<file path="src/rtl/lutram_fifo_pkg.sv">
// Shared constants, FSM encoding and level arithmetic for the 16-entry LUT-RAM FIFO.
// Optional almost flags are enabled in the top with LUTRAM_FIFO_ALMOST_EN.
package lutram_fifo_pkg;

    localparam int FIFO_DEPTH   = 16;
    localparam int FIFO_PTR_W   = 4;
    localparam int FIFO_LEVEL_W = 5;

    typedef enum logic [1:0] {
        EMPTY   = 2'd0,
        PARTIAL = 2'd1,
        FULL    = 2'd2
    } fifo_state_t;

    // Occupancy after one edge; a simultaneous push and pop cancel out.
    function automatic logic [FIFO_LEVEL_W-1:0] level_step(
        input logic [FIFO_LEVEL_W-1:0] level,
        input logic                    push,
        input logic                    pop
    );
        logic [FIFO_LEVEL_W-1:0] result;
        result = level;
        if (push && !pop) begin
            result = level + 1'b1;
        end else if (pop && !push) begin
            result = level - 1'b1;
        end
        return result;
    endfunction

endpackage

</file>
<file path="src/rtl/lutram_fifo_mem.sv">
// 16 x WIDTH storage built from one 16x1 dual-port LUT RAM per data bit.
// Includes a behavioural RAM16X1D with the vendor port names so the slice builds stand-alone.
module RAM16X1D (
    input  logic WCLK,
    input  logic WE,
    input  logic D,
    input  logic A0,
    input  logic A1,
    input  logic A2,
    input  logic A3,
    input  logic DPRA0,
    input  logic DPRA1,
    input  logic DPRA2,
    input  logic DPRA3,
    output logic SPO,
    output logic DPO
);

    // No reset: LUT RAM contents survive CLR.
    logic mem_reg [0:15];

    always_ff @(posedge WCLK) begin
        if (WE) begin
            mem_reg[{A3, A2, A1, A0}] <= D;
        end
    end

    assign SPO = mem_reg[{A3, A2, A1, A0}];
    assign DPO = mem_reg[{DPRA3, DPRA2, DPRA1, DPRA0}];

endmodule

module lutram_fifo_mem
    import lutram_fifo_pkg::*;
#(
    parameter int WIDTH = 8
) (
    input  logic                  WCLK,
    input  logic                  we,
    input  logic [FIFO_PTR_W-1:0] waddr,
    input  logic [WIDTH-1:0]      wdata,
    input  logic [FIFO_PTR_W-1:0] raddr,
    output logic [WIDTH-1:0]      rdata
);

    logic [WIDTH-1:0] spo_unused;

    genvar gi;
    generate
        for (gi = 0; gi < WIDTH; gi++) begin : g_bit
            RAM16X1D u_ram (
                .WCLK  (WCLK),
                .WE    (we),
                .D     (wdata[gi]),
                .A0    (waddr[0]),
                .A1    (waddr[1]),
                .A2    (waddr[2]),
                .A3    (waddr[3]),
                .DPRA0 (raddr[0]),
                .DPRA1 (raddr[1]),
                .DPRA2 (raddr[2]),
                .DPRA3 (raddr[3]),
                .SPO   (spo_unused[gi]),
                .DPO   (rdata[gi])
            );
        end
    endgenerate

endmodule

</file>
<file path="src/rtl/lutram_fifo_ctrl.sv">
// First-word-fall-through FIFO controller over a 16-entry LUT RAM, async CLR.
// Define LUTRAM_FIFO_ALMOST_EN to add registered almost_full / almost_empty outputs.
module lutram_fifo_ctrl
    import lutram_fifo_pkg::*;
#(
    parameter int WIDTH  = 8,
    parameter int ALMOST = 2
) (
    input  logic                    WCLK,
    input  logic                    CLR,
    input  logic                    wr_valid,
    input  logic [WIDTH-1:0]        wr_data,
    output logic                    wr_ready,
    output logic                    rd_valid,
    output logic [WIDTH-1:0]        rd_data,
    input  logic                    rd_ready,
`ifdef LUTRAM_FIFO_ALMOST_EN
    output logic                    almost_full,
    output logic                    almost_empty,
`endif
    output logic [FIFO_LEVEL_W-1:0] level
);

    generate
        if (WIDTH < 1 || WIDTH > 32 || ALMOST < 1 || ALMOST > 8) begin : g_bad_param
            $error("lutram_fifo_ctrl: WIDTH must be 1..32 and ALMOST 1..8");
        end
    endgenerate

    fifo_state_t             state_reg, state_next;
    logic [FIFO_PTR_W-1:0]   wr_ptr_reg, wr_ptr_next;
    logic [FIFO_PTR_W-1:0]   rd_ptr_reg, rd_ptr_next;
    logic [FIFO_LEVEL_W-1:0] level_reg, level_next;
    logic                    push;
    logic                    pop;

    assign wr_ready = (state_reg != FULL);
    assign rd_valid = (state_reg != EMPTY);

    // The state register is already cleared while CLR is high, but the RAM write
    // enable is not, so the push term must be masked explicitly.
    assign push = wr_valid & wr_ready & ~CLR;
    assign pop  = rd_valid & rd_ready;

    always_comb begin
        state_next  = state_reg;
        wr_ptr_next = wr_ptr_reg;
        rd_ptr_next = rd_ptr_reg;
        level_next  = level_step(level_reg, push, pop);

        if (push) begin
            wr_ptr_next = wr_ptr_reg + 1'b1;
        end
        if (pop) begin
            rd_ptr_next = rd_ptr_reg + 1'b1;
        end

        case (state_reg)
            EMPTY: begin
                if (push) begin
                    state_next = PARTIAL;
                end
            end
            PARTIAL: begin
                if (push && !pop && level_reg == FIFO_LEVEL_W'(FIFO_DEPTH - 1)) begin
                    state_next = FULL;
                end else if (pop && !push && level_reg == FIFO_LEVEL_W'(1)) begin
                    state_next = EMPTY;
                end
            end
            FULL: begin
                if (pop) begin
                    state_next = PARTIAL;
                end
            end
            default: begin
                state_next = EMPTY;
            end
        endcase
    end

    always_ff @(posedge WCLK or posedge CLR) begin
        if (CLR) begin
            state_reg  <= EMPTY;
            wr_ptr_reg <= '0;
            rd_ptr_reg <= '0;
            level_reg  <= '0;
        end else begin
            state_reg  <= state_next;
            wr_ptr_reg <= wr_ptr_next;
            rd_ptr_reg <= rd_ptr_next;
            level_reg  <= level_next;
        end
    end

    assign level = level_reg;

`ifdef LUTRAM_FIFO_ALMOST_EN
    logic almost_full_reg, almost_full_next;
    logic almost_empty_reg, almost_empty_next;

    // Flags are computed from the post-edge level so they move with level itself.
    assign almost_full_next  = (level_next >= FIFO_LEVEL_W'(FIFO_DEPTH - ALMOST));
    assign almost_empty_next = (level_next <= FIFO_LEVEL_W'(ALMOST));

    always_ff @(posedge WCLK or posedge CLR) begin
        if (CLR) begin
            almost_full_reg  <= 1'b0;
            almost_empty_reg <= 1'b1;
        end else begin
            almost_full_reg  <= almost_full_next;
            almost_empty_reg <= almost_empty_next;
        end
    end

    assign almost_full  = almost_full_reg;
    assign almost_empty = almost_empty_reg;
`endif

    lutram_fifo_mem #(
        .WIDTH (WIDTH)
    ) u_mem (
        .WCLK  (WCLK),
        .we    (push),
        .waddr (wr_ptr_reg),
        .wdata (wr_data),
        .raddr (rd_ptr_reg),
        .rdata (rd_data)
    );

endmodule

</file>
<file path="config.mk">
export PLATFORM = sky130hd
export DESIGN_NAME = lutram_fifo_ctrl
export DESIGN_NICKNAME = d
export VERILOG_FILES = /design/src/rtl/lutram_fifo_pkg.sv /design/src/rtl/lutram_fifo_mem.sv /design/src/rtl/lutram_fifo_ctrl.sv
export SDC_FILE = /design/constraint.sdc
export NUM_CORES = 1
export LEC_CHECK = 0
export ABC_AREA = 1
export CORE_UTILIZATION = 35
export DETAILED_ROUTE_END_ITERATION = 8
export HOLD_SLACK_MARGIN = 0.1
export SLEW_MARGIN = 20
export SYNTH_ARGS = -nofsm -noshare
export SYNTH_HDL_FRONTEND = slang
export SYNTH_SLANG_ARGS = --single-unit
</file>
<file path="constraint.sdc">
create_clock -name WCLK -period 1.8 [get_ports WCLK]
set_input_delay 0.36 -clock WCLK [delete_from_list [all_inputs] [get_ports WCLK]]
set_output_delay 0.36 -clock WCLK [all_outputs]
set_load 0.005 [all_outputs]
</file>
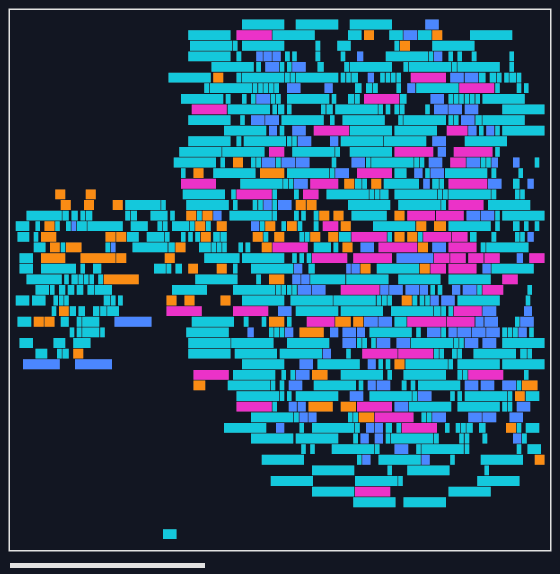
(images/drive_strength.png)
Scale bar: 50 um.
legend:
  drive 1 or less:
    color: cyan
    cells: 498
  drive 6 and up:
    color: magenta
    cells: 54
  drive 2:
    color: blue
    cells: 133
  drive 3 to 4:
    color: orange
    cells: 77
Non-Clock Buffer Count: 116
worst path setup slack after routing: -388 ps
synth-to-layout area growth: 38.9%

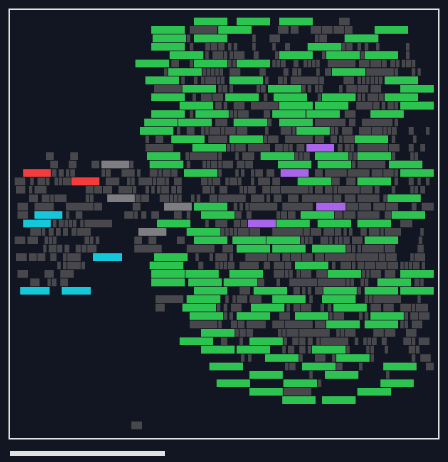
(images/registers.png)
Scale bar: 50 um. Other sequential cells in the stronger gray, the rest of the logic in the fainter gray.
legend:
  rd_ptr_reg:
    color: purple
    placed_flops: 4
  level:
    color: cyan
    placed_flops: 5
    where: west
  state_reg:
    color: red
    placed_flops: 2
  u_mem.g_bit.u_ram.mem_reg:
    color: green
    placed_flops: 128
not colored: 4
flop share of the area: 46.7%
final core utilization: 50.0%

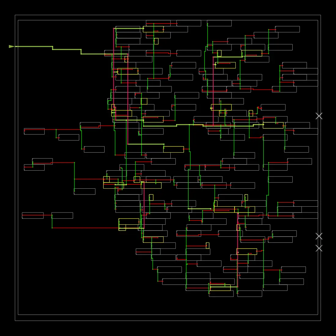
(images/final_clocks.png)
Post-Route Skew: 8.14 ps
total clock sinks: 143

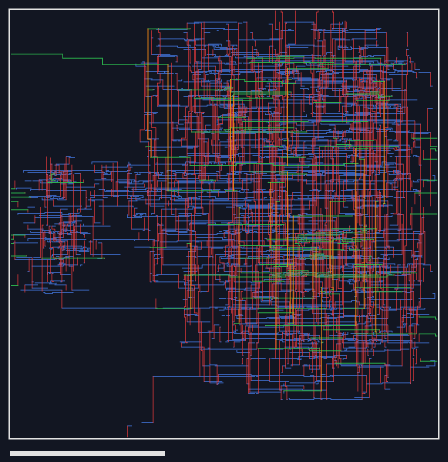
(images/metal_stack.png)
Scale bar: 50 um.
legend:
  met3:
    color: green
    wire_length: 1420 um
  met2:
    color: red
    wire_length: 8120 um
  met1:
    color: blue
    wire_length: 7150 um
  met4:
    color: orange
    wire_length: 661 um
routed wire length: 17400 um
routed length per instance: 17.5 um

==> tab_implementation.tex <==
% Table of physical implementation metrics
\begin{tabular}{lr}
\hline
Metric & Value \\
\hline
\multicolumn{2}{l}{\textbf{Final timing}} \\
Worst path setup slack after routing & -388 ps \\
Highest Clock Rate & 457 MHz \\
Transition time of the tightest slew-check pin & 617 ps \\
Slew headroom & 58.7\% \\
Final Max Slew Viols & 0 \\
Tightest hold margin & 367 ps \\
Setup Viol. Count Final & 8 \\
Post-layout minimum cycle time & 2190 ps \\
RSZ-0062 raised after global routing & true \\
Sum of negative setup slack & -2930 ps \\
\multicolumn{2}{l}{\textbf{Worst setup path}} \\
Path length in cells of the critical path & 9 \\
R2r worst-path depth & 8 \\
WP data arrival & 1830 ps \\
Class of the most critical setup path & flop to output port \\
R2r endpoint & u\_mem.g\_bit[5].u\_ram.mem\_reg[6]\$\_DFFE\_PP\_ \\
Cell Chain, Critical Path & buf\_6, buf\_12, clkbuf\_16, nand2\_1, nand3\_2, nand3\_2, nand3\_1, nand2\_1, buf\_2 \\
Startpoint of the worst setup timing path & rd\_ptr\_reg[0]\$\_DFFE\_PP0P\_ \\
Critical path's largest stage delay & 430 ps \\
Capturing element of the worst setup path & rd\_data[5] \\
Slowest library cell on the worst path & dfrtp\_2 \\
Kind of cell adding the most delay to the critical path & buffers and inverters \\
Number of buffers and inverters on the critical path & 4 \\
\multicolumn{2}{l}{\textbf{Floorplanning}} \\
Area enclosed by the die boundary & about 19000 um2 \\
Floorplan Core Area & 18100 um2 \\
IO Count & 27 \\
Initial standard-cell utilization of the core & 36.0\% \\
Num tapcells & 229 \\
\multicolumn{2}{l}{\textbf{Global route}} \\
Met2 Usage GRT & 28.8\% \\
Number of global-route vias before repair & 4713 \\
GR met1 Demand/Resource & 23.9\% \\
Gr busiest metal & met2 \\
Wire length of the first global-routing pass & approximately 26000 um \\
GRT Overall Usage & 18.3\% \\
Total gr overflow & 0 \\
Largest net degree at the start of global routing & 18 \\
Fraction of met3 tracks used by global routing & 4.81\% \\
\multicolumn{2}{l}{\textbf{Route}} \\
Count of antenna-violating nets left after detailed routing & 0 \\
Starting DRT DRC Count & between 400 and 500 \\
Detailed-router iteration count before antenna repair & 7 \\
Mean number of vias per cell & 4.85 \\
Met3 routed WL & approximately 1400 um \\
Total vias in the final route & 4804 \\
Drc violations & 6 \\
Amount of wire on met2 after detailed routing & 8120 um \\
\multicolumn{2}{l}{\textbf{Yosys}} \\
Commonest cells in the netlist & 190 x nand2\_1, 128 x edfxtp\_1, 115 x inv\_1 \\
Post-synth EDFFs & 128 \\
Share of cell area taken by muxes after synthesis & 0\% \\
Mean area per synthesized cell & 10.0 um2 \\
XOR/XNOR share of the synthesized area & 1.21\% \\
Simple-Gate Area Share & 20.7\% \\
Post-synthesis sequential area ratio & 64.8\% \\
Share of the synthesized area in the top cell type & 59.1\% \\
Post-synthesis compound-gate area fraction & 0.884\% \\
Share of synthesized registers carrying an async set or reset & 10.5\% \\
Most frequently used cell type in the post-synthesis netlist & nand2\_1 \\
Gate count after technology mapping & around 650 \\
Total of warnings raised by yosys & 0 \\
\multicolumn{2}{l}{\textbf{Power and ir drop}} \\
Part of the total power dissipated in combinational logic & 48.8\% \\
Combinational power & 6.83 mW \\
Power in the clock group & approximately 3.1 mW \\
Total net switching power & 5.17 mW \\
Cell internal pwr & 8.83 mW \\
Maximum VDD drop & approximately 0.00095 V \\
Switching part of the total & 36.9\% \\
Leakage power summed over all cells & 3.94 nW \\
Post-layout total power & 14.0 mW \\
\multicolumn{2}{l}{\textbf{Finish}} \\
Logic Gate Count & about 350 \\
Non-clock buffer area fraction after layout & 14.8\% \\
Number of clock-tree buffers in the layout & 18 \\
Filler cell count & 1521 \\
Most frequent logic cell in the layout & nand2\_1 \\
Fraction of final layout cells sized beyond drive strength 1 & $\sim$35\% \\
Inverter count & 120 \\
Share of final layout cell area taken by clock buffers and inverters & 5.61\% \\
Combinational share of cell area & 24.6\% \\
\multicolumn{2}{l}{\textbf{Worst hold path}} \\
Type of the tightest min-delay check & input pin to async pin \\
\multicolumn{2}{l}{\textbf{Placement}} \\
I/O Buffers & 26 \\
GPL Wtd Cong & 0.833 \\
Detailed placer's ending HPWL & $\sim$9600 um \\
Cell count after placement & 927 \\
Post-placement cell area & 7340 um2 \\
\multicolumn{2}{l}{\textbf{Clock network}} \\
Total CTS buffers & 17 \\
Number of hold buffers added after CTS & 0 \\
Worst skew pair latency & 420 ps \\
Root buffer cell & clkbuf\_16 \\
Post-CTS Repair Setup Buffers & 16 \\
\multicolumn{2}{l}{\textbf{Outcome}} \\
Result of the run & complete, but fails checks \\
Violated checks & DRC, setup timing \\
\multicolumn{2}{l}{\textbf{Run}} \\
OpenROAD warnings & 34 \\
\hline
\end{tabular}
Power figures rest on the tool's default switching activity, not on a simulated workload.
